### Routing congestion, run 1

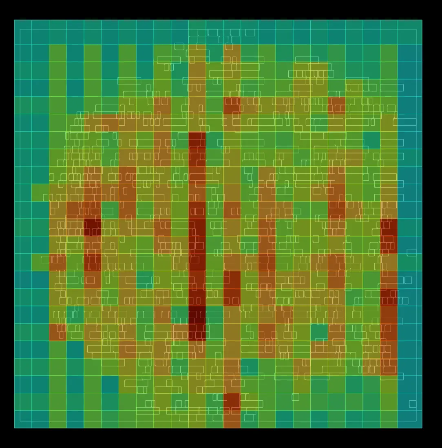
### Signal wires on met1, run 1

The bar under the picture is 50 um long. Supply wires on this layer in gray.
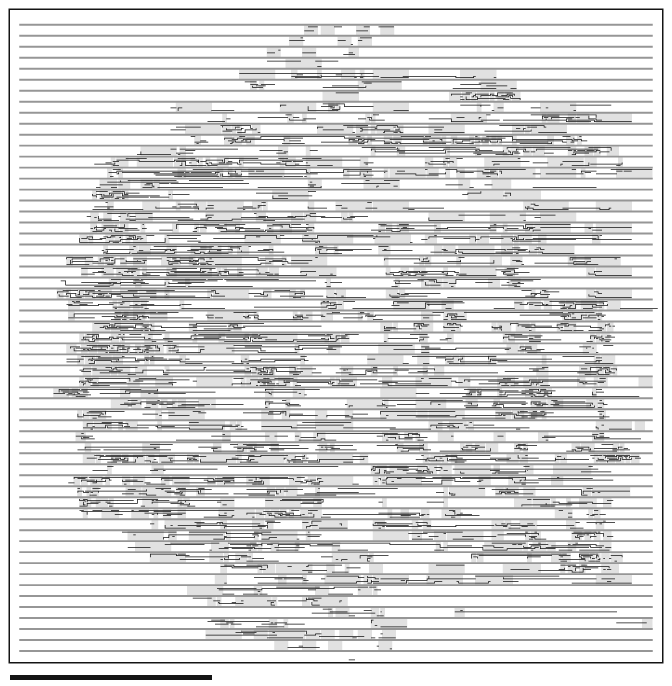
### Sequential cells grouped by signal name, run 1

The bar under the picture is 50 um long.
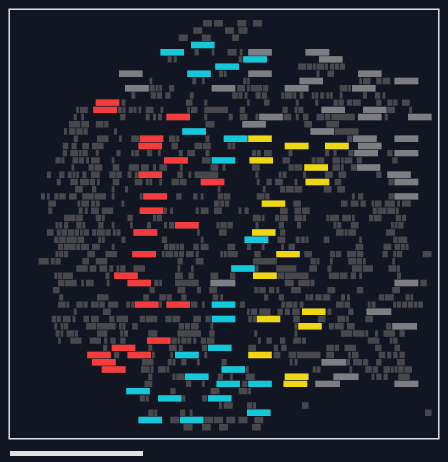
### Wiring by layer, run 1

Only two layers are drawn.
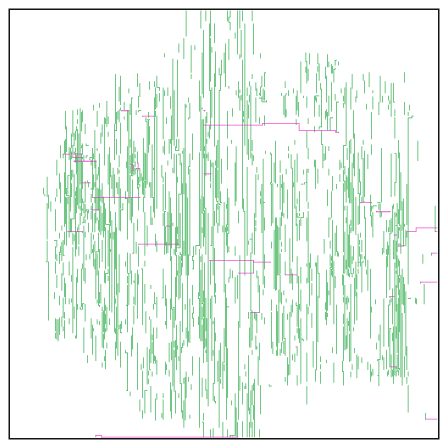
==> src/rtl/drum_voice.sv <==
// Synthetic drum hit: square wave with upward half-period sweep, a constant
// hold phase, then exponential amplitude decay, one sample per advance strobe.
module drum_voice #(
   parameter logic [23:0] AMP_INIT     = 24'd4000000,
   parameter logic [15:0] HALF_START   = 16'd55,
   parameter logic [15:0] HALF_END     = 16'd110,
   parameter logic [15:0] SWEEP_STEP   = 16'd2,
   parameter logic [15:0] HOLD_SAMPLES = 16'd480,
   parameter logic [3:0]  DECAY_SHIFT  = 4'd6
) (
   input  logic        CLOCK_50,
   input  logic        reset,
   input  logic        advance,
   input  logic        trigger,
   output logic [23:0] aud_out,
   output logic        sample_valid,
   output logic        active
);

   typedef enum logic [1:0] {
      IDLE  = 2'd0,
      HOLD  = 2'd1,
      DECAY = 2'd2
   } state_t;

   state_t      state, state_nx, state_b;
   logic [22:0] amp, amp_nx, amp_b, amp_step, amp_dec;
   logic        polarity, polarity_nx, polarity_b;
   logic [15:0] phase_cnt, phase_nx, phase_b;
   logic [15:0] cur_half, half_nx, half_b, half_sat;
   logic [16:0] half_sum;
   logic [15:0] hold_cnt, hold_nx, hold_b;
   logic [23:0] aud_nx;

   always_ff @(posedge CLOCK_50 or negedge reset) begin
      if (!reset) begin
         state        <= IDLE;
         amp          <= '0;
         polarity     <= 1'b1;
         phase_cnt    <= '0;
         cur_half     <= HALF_START;
         hold_cnt     <= '0;
         aud_out      <= '0;
         sample_valid <= 1'b0;
      end else begin
         state        <= state_nx;
         amp          <= amp_nx;
         polarity     <= polarity_nx;
         phase_cnt    <= phase_nx;
         cur_half     <= half_nx;
         hold_cnt     <= hold_nx;
         aud_out      <= aud_nx;
         sample_valid <= advance;
      end
   end

   always_comb begin
      // A trigger first reloads the voice; a coincident advance then runs
      // as the first HOLD sample on top of the reloaded values.
      state_b    = state;
      amp_b      = amp;
      polarity_b = polarity;
      phase_b    = phase_cnt;
      half_b     = cur_half;
      hold_b     = hold_cnt;
      if (trigger) begin
         state_b    = HOLD;
         amp_b      = AMP_INIT[22:0];
         polarity_b = 1'b1;
         phase_b    = '0;
         half_b     = HALF_START;
         hold_b     = '0;
      end

      state_nx    = state_b;
      amp_nx      = amp_b;
      polarity_nx = polarity_b;
      phase_nx    = phase_b;
      half_nx     = half_b;
      hold_nx     = hold_b;
      aud_nx      = aud_out;

      half_sum = {1'b0, half_b} + {1'b0, SWEEP_STEP};
      half_sat = (half_sum > {1'b0, HALF_END}) ? HALF_END : half_sum[15:0];
      amp_step = amp_b >> DECAY_SHIFT;
      if (amp_step == '0)
         amp_step = 23'd1;
      amp_dec = amp_b - amp_step;

      if (advance) begin
         if (state_b == IDLE) begin
            aud_nx = '0;
         end else begin
            aud_nx = polarity_b ? {1'b0, amp_b} : (24'd0 - {1'b0, amp_b});
            if (phase_b == half_b - 16'd1) begin
               phase_nx    = '0;
               polarity_nx = ~polarity_b;
               half_nx     = half_sat;
            end else begin
               phase_nx = phase_b + 16'd1;
            end
            if (state_b == HOLD) begin
               hold_nx = hold_b + 16'd1;
               if (hold_b == HOLD_SAMPLES - 16'd1)
                  state_nx = DECAY;
            end else begin
               amp_nx = amp_dec;
               if (amp_dec == '0)
                  state_nx = IDLE;
            end
         end
      end
   end

   assign active = (state != IDLE);

endmodule

==> config.mk <==
export PLATFORM = sky130hd
export DESIGN_NAME = drum_voice
export DESIGN_NICKNAME = d
export VERILOG_FILES = /design/src/rtl/drum_voice.sv
export SDC_FILE = /design/constraint.sdc
export NUM_CORES = 1
export LEC_CHECK = 0
export CELL_PAD_IN_SITES_DETAIL_PLACEMENT = 0
export CELL_PAD_IN_SITES_GLOBAL_PLACEMENT = 1
export CORE_MARGIN = 2
export CORE_UTILIZATION = 28
export DETAILED_ROUTE_END_ITERATION = 8
export PLACE_DENSITY = 0.54
export SETUP_SLACK_MARGIN = 0.5
export SLEW_MARGIN = 20
export SYNTH_ARGS = -nofsm -noshare
export SYNTH_HDL_FRONTEND = slang
export SYNTH_SLANG_ARGS = --single-unit
export TNS_END_PERCENT = 5
==> constraint.sdc <==
create_clock -name CLOCK_50 -period 9.2 [get_ports CLOCK_50]
set_input_delay 0.92 -clock CLOCK_50 [delete_from_list [all_inputs] [get_ports CLOCK_50]]
set_output_delay 0.92 -clock CLOCK_50 [all_outputs]
set_load 0.1 [all_outputs]
==> impl_metrics.yaml, run 1 <==
# synthesis and place-and-route metrics
run_status:
  run_status: "complete, no violations"
detailed_routing:
  wl_per_cell_um: 17.1
  routed_wl_mm: 19.9
  drt-initial-drc-count: 342
  vias_per_cell: 4.93
  ant_nets: 0
  vias: 5739
  drt-pass1-iter-count: 5
  drc_errors: 0
finish:
  clkbuf_count: 11
  comb_share_pct: 52.8
  top_regs: "aud_out: 24 flops, amp: 23 flops"
  mostFrequentLayoutCell: "dfrtp_1"
  regMostFlops: "aud_out"
  nets: 864
  nonClockInverterCount: 45
  clockNetworkAreaShare_pct: 3.68
  buffers: 36
  layout_top_cells: "dfrtp_1, nor2_1, nand2_1, xnor2_1, inv_1"
  area_delta_synth_final_pct: 12.6
  seq_area_um2: 2480
  drive_gt1_share_pct: 7.27
  largest_cell_class: "logic gates"
  fill_cells: 2559
  seq_area_share_pct: 31.8
  logic_area_um2: 4130
  num_antenna_cells: 0
  largest_reg_flops: 24
  flops: 99
  comb.multi_input.count: 643
  bufAreaShareNonClock_pct: 4.32
setup_path:
  crit_family: "simple AND/OR/NAND/NOR gates"
  rr_worst_depth: 16
  max_stage_delay_ns: 0.76
  cp-end-kind: "flip-flop"
  slowest_stage: "clkinv_1"
  required_ns: 9.42
  reg2reg_from: "amp[11]$_DFF_PN0_"
  critPathKind: "in2reg"
  worst_r2r_endpoint: "state[0]$_DFF_PN0_"
  reg2reg_setup_slack_ns: 4.02
  crit_buf_inv: 2
  cp.arrival_ns: 6.96
  cp-start-kind: "input pin"
  crit_fanout: 60
  path_cells: "buf_4, clkinv_1, nand2_1, nand3_1, or4_1, nor3_1, a31o_2, ha_1, fa_1, nand2b_1, a211oi_1, o31ai_2, a21oi_1, or3_1, and3_1, or4_1, nor4_1, a21oi_1"
power_and_ir_drop:
  powerSeq_mw: 0.445
  clk-power_mw: 0.379
  pg_comb_mw: 0.0629
  irDropWorstVdd_uv: 83.7
  power-top-group: "sequential cells"
  combPwrFrac_pct: 7.1
  p_clk_share_pct: 42.7
  p_int_mw: 0.650
  swShare_pct: 26.7
  p_per_area_nw_per_um2: 114
  seqPwrFrac_pct: 50.2
  leakagePower_nw: 3.18
  power.switching_mw: 0.237
synthesis:
  muxShareOfSynthArea_pct: 1.86
  ys_area_um2: 6940
  netlist-cell-type-count: 77
  yosys_cells: 823
  synth_seq_share_pct: 35.8
  ys.flop_type: "dfrtp_1"
  netlist_instances: 823
  yosys_warnings: 0
  synth-edff-count: 0
  xor_share_pct: 10.5
  syn_avg_cell_area_um2: 8.43
  ys_top_logic_family: "simple AND/OR/NAND/NOR gates"
  syn-num-nets: 853
  fa_ha_area_share_pct: 4.80
  ys_ff: 99
  ys_sh_simple_pct: 25.7
  compound_area_share_pct: 16.7
  async_reset_ff_share_pct: 100
  netlist_area_um2: 6940
global_route:
  grt.total_usage_pct: 15.8
  grt_pass1_vias: 5923
  grt_antenna_before_repair: 0
  grt.overflow.total: 0
  grt_start_max_net_pins: 69
  grt_pass1_wl_mm: 32.9
  grt_busiest_layer: "met2"
  gr-usage-met3_pct: 1.90
timing:
  final_max_slew_viol_count: 0
  layout_setup_ws_ns: 2.46
  hold_viol: 0
  relSlewSlack_pct: 34.0
  rsz0062_at_grt: "false"
  worst_pin_slew_ns: 0.987
  fmax_mhz: 148
  fin_crit_ns: 6.74
  finalClockPeriodUsage_pct: 73.2
  skew_ns: 0.0123
  final.setup.tns_ns: 0
  setup_violations: 0
place:
  dp_hpwl_mm: 14.6
  portBuffers: 29
  globalplace.congestion: 0.836
  pre_cts_ws_ns: 2.14
cts:
  cts_buffer_depth: 2
  cts_setup_buffers: 0
  htreeDepth: 3
  numCtsBuffers: 9
  numClockSinks: 99
  clock_latency_ns: 0.35
  post_cts_resized: 0
  tritoncts: "done"
  holdBufCountCts: 0
  clk_pin_slew_ns: 0.08
  cts_root_buf: "clkbuf_16"
floorplanning:
  die-area_um2: 26100
  die_x_um: 161
  taps: 324
  core_util_floorplan_pct: 28.5
  io_pins: 30
  die_h_um: 161
  rows: 57
  core-area_um2: 24300
flow_run:
  warnings: 29
  maxCapViolCount: 0
hold_path:
  hp-class: "in2async"
Back to the opening pictures, 'Routing congestion':
M1 GR Usage: 21.9%
GRT met2 Usage: 26.2%

Back to the opening pictures, 'Signal wires on met1':
nets with wire on the layer	802
longest straight run	40.0 um
main direction	horizontal
wire length on this layer	9,820 um
share of all routed wire	49%

Back to the opening pictures, 'Sequential cells grouped by signal name':
name in the netlist	color	placed flops
`phase_cnt`	yellow	16
`aud_out`	cyan	24
`amp`	red	23
not colored	36

Back to the opening pictures, 'Wiring by layer':
layer	color	wire length
met3	magenta	270 um
met2	green	9,570 um

==> run 1: how the worst max path moves through the flow <==
| stage | startpoint | to | slack, ns | depth (start not counted) |
|---|---|---|---|---|
| 2_1_floorplan | trigger | state[0]$_DFF_PN0_ | 4.09 | 17 |
| 3_3_place_gp | trigger | state[0]$_DFF_PN0_ | 2.31 | 18 |
| 3_5_place_dp | trigger | state[0]$_DFF_PN0_ | 2.14 | 18 |
| 4_1_cts | trigger | state[0]$_DFF_PN0_ | 2.51 | 18 |
| 5_1_grt | trigger | state[0]$_DFF_PN0_ | 2.01 | 18 |
| 6_report | trigger | state[0]$_DFF_PN0_ | 2.46 | 18 |
==> run 1: routing by layer <==
metal  vias to the layer above  wire length [um]
met2                        55              9570
met4                         0               199
li1                       2910                 -
met5                         -                 0
met1                      2761              9820
met3                        13               269
==> run 1: Yosys cell counts, drive strengths merged, types with 19 or more instances <==
cell type | number | share of area, %
nor3 | 25 | 2.0
nor2 | 84 | 4.5
dfrtp | 93 | 34
nand2 | 79 | 4.3
o22ai | 19 | 1.7
and2 | 19 | 1.7
nor2b | 37 | 3.3
o21ai | 44 | 3.2
a21oi | 42 | 3.1
ha | 25 | 4.5
xnor2 | 52 | 6.6
inv | 44 | 2.4
xor2 | 31 | 3.9
clkbuf | 28 | 1.5
==> run 1: metrics by stage <==
stage / hold slack, ns / cell area (um2) / instances / power [mW] / util (%)
after floorplan: 0.504 / 6940 / 823 / 0.493 / -
after global placement: 0.518 / 7530 / 1147 / 0.518 / 31.0
after detailed placement: 0.521 / 7530 / 1147 / 0.519 / 31.0
after CTS: 0.509 / 7820 / 1163 / 0.903 / 32.1
after global routing: 0.526 / 7820 / 1163 / 0.932 / 32.1
final: 0.497 / 7820 / 1163 / 0.888 / 32.1
==> run 2: changes to the inputs <==
--- a/config.mk
+++ b/config.mk
@@ -10,7 +10,7 @@
 export CORE_MARGIN = 2
 export CORE_UTILIZATION = 28
 export DETAILED_ROUTE_END_ITERATION = 8
-export PLACE_DENSITY = 0.54
+export PLACE_DENSITY = 0.56
 export SETUP_SLACK_MARGIN = 0.5
 export SLEW_MARGIN = 20
 export SYNTH_ARGS = -nofsm -noshare
==> constraint.sdc (replaced) <==
create_clock -name CLOCK_50 -period 6.05 [get_ports CLOCK_50]
set_input_delay 0.605 -clock CLOCK_50 [delete_from_list [all_inputs] [get_ports CLOCK_50]]
set_output_delay 0.605 -clock CLOCK_50 [all_outputs]
set_load 0.1 [all_outputs]
==> run 2 against run 1 <==
  * Count of clock-buffer cells in the layout unchanged
  * Final cell count is 0.43% higher
  * Setup slack got worse by 1.4 ns
  * First-iteration DRC count is 2.9% higher
  * Non-clock buffer count grew 5
  * Utilization increased by 0.12 points
  * Clock power increased by 49%
  * Critical path depth grew 1
  * Die size did not move
  * Critical endpoint unchanged
  * Highest routed layer unchanged
==> impl_metrics.yaml, run 2 <==
# synthesis and place-and-route metrics
run_status:
  run_status: "complete, no violations"
synthesis:
  syn-num-nets: 853
  synth-edff-count: 0
  ys.flop_type: "dfrtp_1"
  netlist_area_um2: 6940
  netlist-cell-type-count: 77
  async_reset_ff_share_pct: 100
  ys_area_um2: 6940
  yosys_cells: 823
  yosys_warnings: 0
  syn_avg_cell_area_um2: 8.43
  yosysMostFrequentCell: "dfrtp_1"
  ys_ff: 99
  netlist_instances: 823
  synth_top_cell_by_area: "dfrtp_1"
  netlist_top_cells_count: "dfrtp_1, nor2_1, nand2_1"
  top_cell_area_share_pct: 33.5
  top_cells_by_area: "dfrtp_1, xnor2_1, nor2_1"
  synth_seq_share_pct: 35.8
finish:
  instances_no_fill: 1168
  num_antenna_cells: 0
  fin_util_pct: 32.3
  stdcell_area_um2: 7840
  nets: 869
  mostFrequentLayoutCell: "dfrtp_1"
  area_delta_synth_final_pct: 13.0
  regMostFlops: "aud_out"
  top_regs: "aud_out: 24 flops, amp: 23 flops"
  largest_reg_flops: 24
  layout_top_cells: "dfrtp_1, nor2_1, nand2_1, xnor2_1, inv_1"
  drive_gt1_share_pct: 7.82
cts:
  post_cts_resized: 0
  clk_pin_slew_ns: 0.07
  numClockSinks: 99
  holdBufCountCts: 0
  cts_buffer_depth: 2
  numCtsBuffers: 9
  clock_latency_ns: 0.35
  tritoncts: "done"
  htreeDepth: 3
  cts_setup_buffers: 0
  cts_root_buf: "clkbuf_16"
detailed_routing:
  ant_nets: 0
  drt-initial-drc-count: 352
  vias: 5903
  wl_per_cell_um: 17.1
  routed_wl_mm: 19.9
  drc_errors: 0
  drt-pass1-iter-count: 5
  vias_per_cell: 5.05
setup_path:
  cp.arrival_ns: 5.25
  crit_buf_inv: 3
  path_cells: "buf_4, clkinv_1, nand2_1, nand3_1, or4_1, nor3_1, a31o_2, ha_1, fa_1, nand2b_1, a211oi_1, o31ai_2, a21oi_1, buf_4, or3_1, and3_1, or4_1, nor4_1, a21oi_1"
  rr_worst_depth: 17
  reg2reg_setup_slack_ns: 1.21
  cp-end-kind: "flip-flop"
  crit_family: "simple AND/OR/NAND/NOR gates"
  cp-start-kind: "input pin"
  critPathKind: "in2reg"
  slowest_stage: "or4_1"
  required_ns: 6.27
  crit_fanout: 20
  cp.depth: 19
floorplanning:
  die_h_um: 161
  die-area_um2: 26100
  core-area_um2: 24300
  core_util_floorplan_pct: 28.5
  rows: 57
  die_x_um: 161
timing:
  layout_setup_ws_ns: 1.02
  hold_viol: 0
  fin_crit_ns: 5.03
  setup_violations: 0
  rsz0062_at_grt: "false"
  fin_hold_ws_ns: 0.301
  finalClockPeriodUsage_pct: 83.1
  final.setup.tns_ns: 0
  fmax_mhz: 199
  worst_pin_slew_ns: 0.994
  relSlewSlack_pct: 33.5
  final_max_slew_viol_count: 0
place:
  dp_cells: 1152
  portBuffers: 29
  pre_cts_ws_ns: 0.684
  placed_area_um2: 7560
  dp_hpwl_mm: 14.7
  globalplace.congestion: 0.823
power_and_ir_drop:
  p_per_area_nw_per_um2: 171
  p_total_mw: 1.34
  leakagePower_nw: 3.19
  irDropWorstVdd_uv: 132
flow_run:
  maxCapViolCount: 0
  warnings: 29
hold_path:
  hp-class: "in2async"
global_route:
  grt.total_usage_pct: 15.7
  grt_pass1_wl_mm: 32.6
  grt_pass1_vias: 5858
  grt_antenna_before_repair: 0
  grt.overflow.total: 0
  grt_start_max_net_pins: 52
-- run 2: metal layers --
layer	vias to the layer above	GRT usage, %	share of wire [%]
li1	2924	-	-
met1	2864	21.7	49
met2	90	25.2	47
met3	25	2.05	2.6
met4	0	5.19	2.0
met5	-	0	0
-- run 2: logic make-up (layout without fill, tap and decap cells) --
group | after synthesis | in the layout | synth area share (%)
fa+ha+maj | 26 | 26 | 4.80
xor+xnor | 83 | 83 | 10.5
flops | 99 | 99 | 35.8
simple gates | 343 | 343 | 25.7
buf+inv | 81 | 102 | 4.67
compound gates | 179 | 179 | 16.7
mux | 12 | 12 | 1.86
-- run 2: cell type report --
type | instances | area [um2]
Fill cell | 2578 | 16500
Tap cell | 324 | 405
Timing Repair Buffer | 41 | 375
Clock inverter | 5 | 36.3
Multi-Input combinational cell | 643 | 4130
Inverter | 45 | 169
Clock buffer | 11 | 243
Sequential cell | 99 | 2480
-- run 2: final timing paths --
path,start,to
setup / recovery,trigger,state[0]$_DFF_PN0_
hold / removal,reset,cur_half[3]$_DFF_PN0_
setup reg to reg,amp[11]$_DFF_PN0_,state[0]$_DFF_PN0_
hold reg to reg,aud_out[20]$_DFFE_PN0P_,aud_out[20]$_DFFE_PN0P_
max in group asynchronous,reset,state[0]$_DFF_PN0_
min in group CLOCK_50,aud_out[20]$_DFFE_PN0P_,aud_out[20]$_DFFE_PN0P_
-- run 2: power breakdown --
part	switching (mW)	leakage (nW)	internal (mW)
clock	0.274	0.128	0.292
sequential	0.00726	1.29	0.670
combinational	0.0740	1.78	0.0228
total	0.355	3.19	0.984
### Wiring by layer, run 2

Only two layers are drawn.
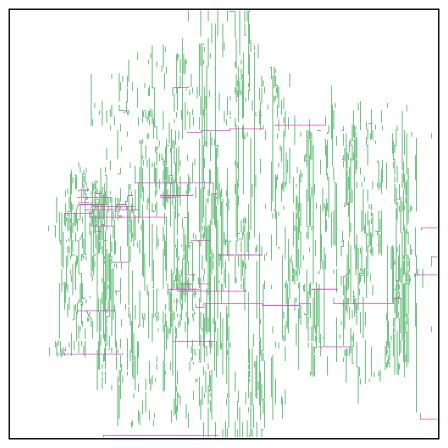
layer	color	wire length
met2	green	9,340 um
met3	magenta	517 um

No activity file was given, so power comes from the tool's default toggle rates.
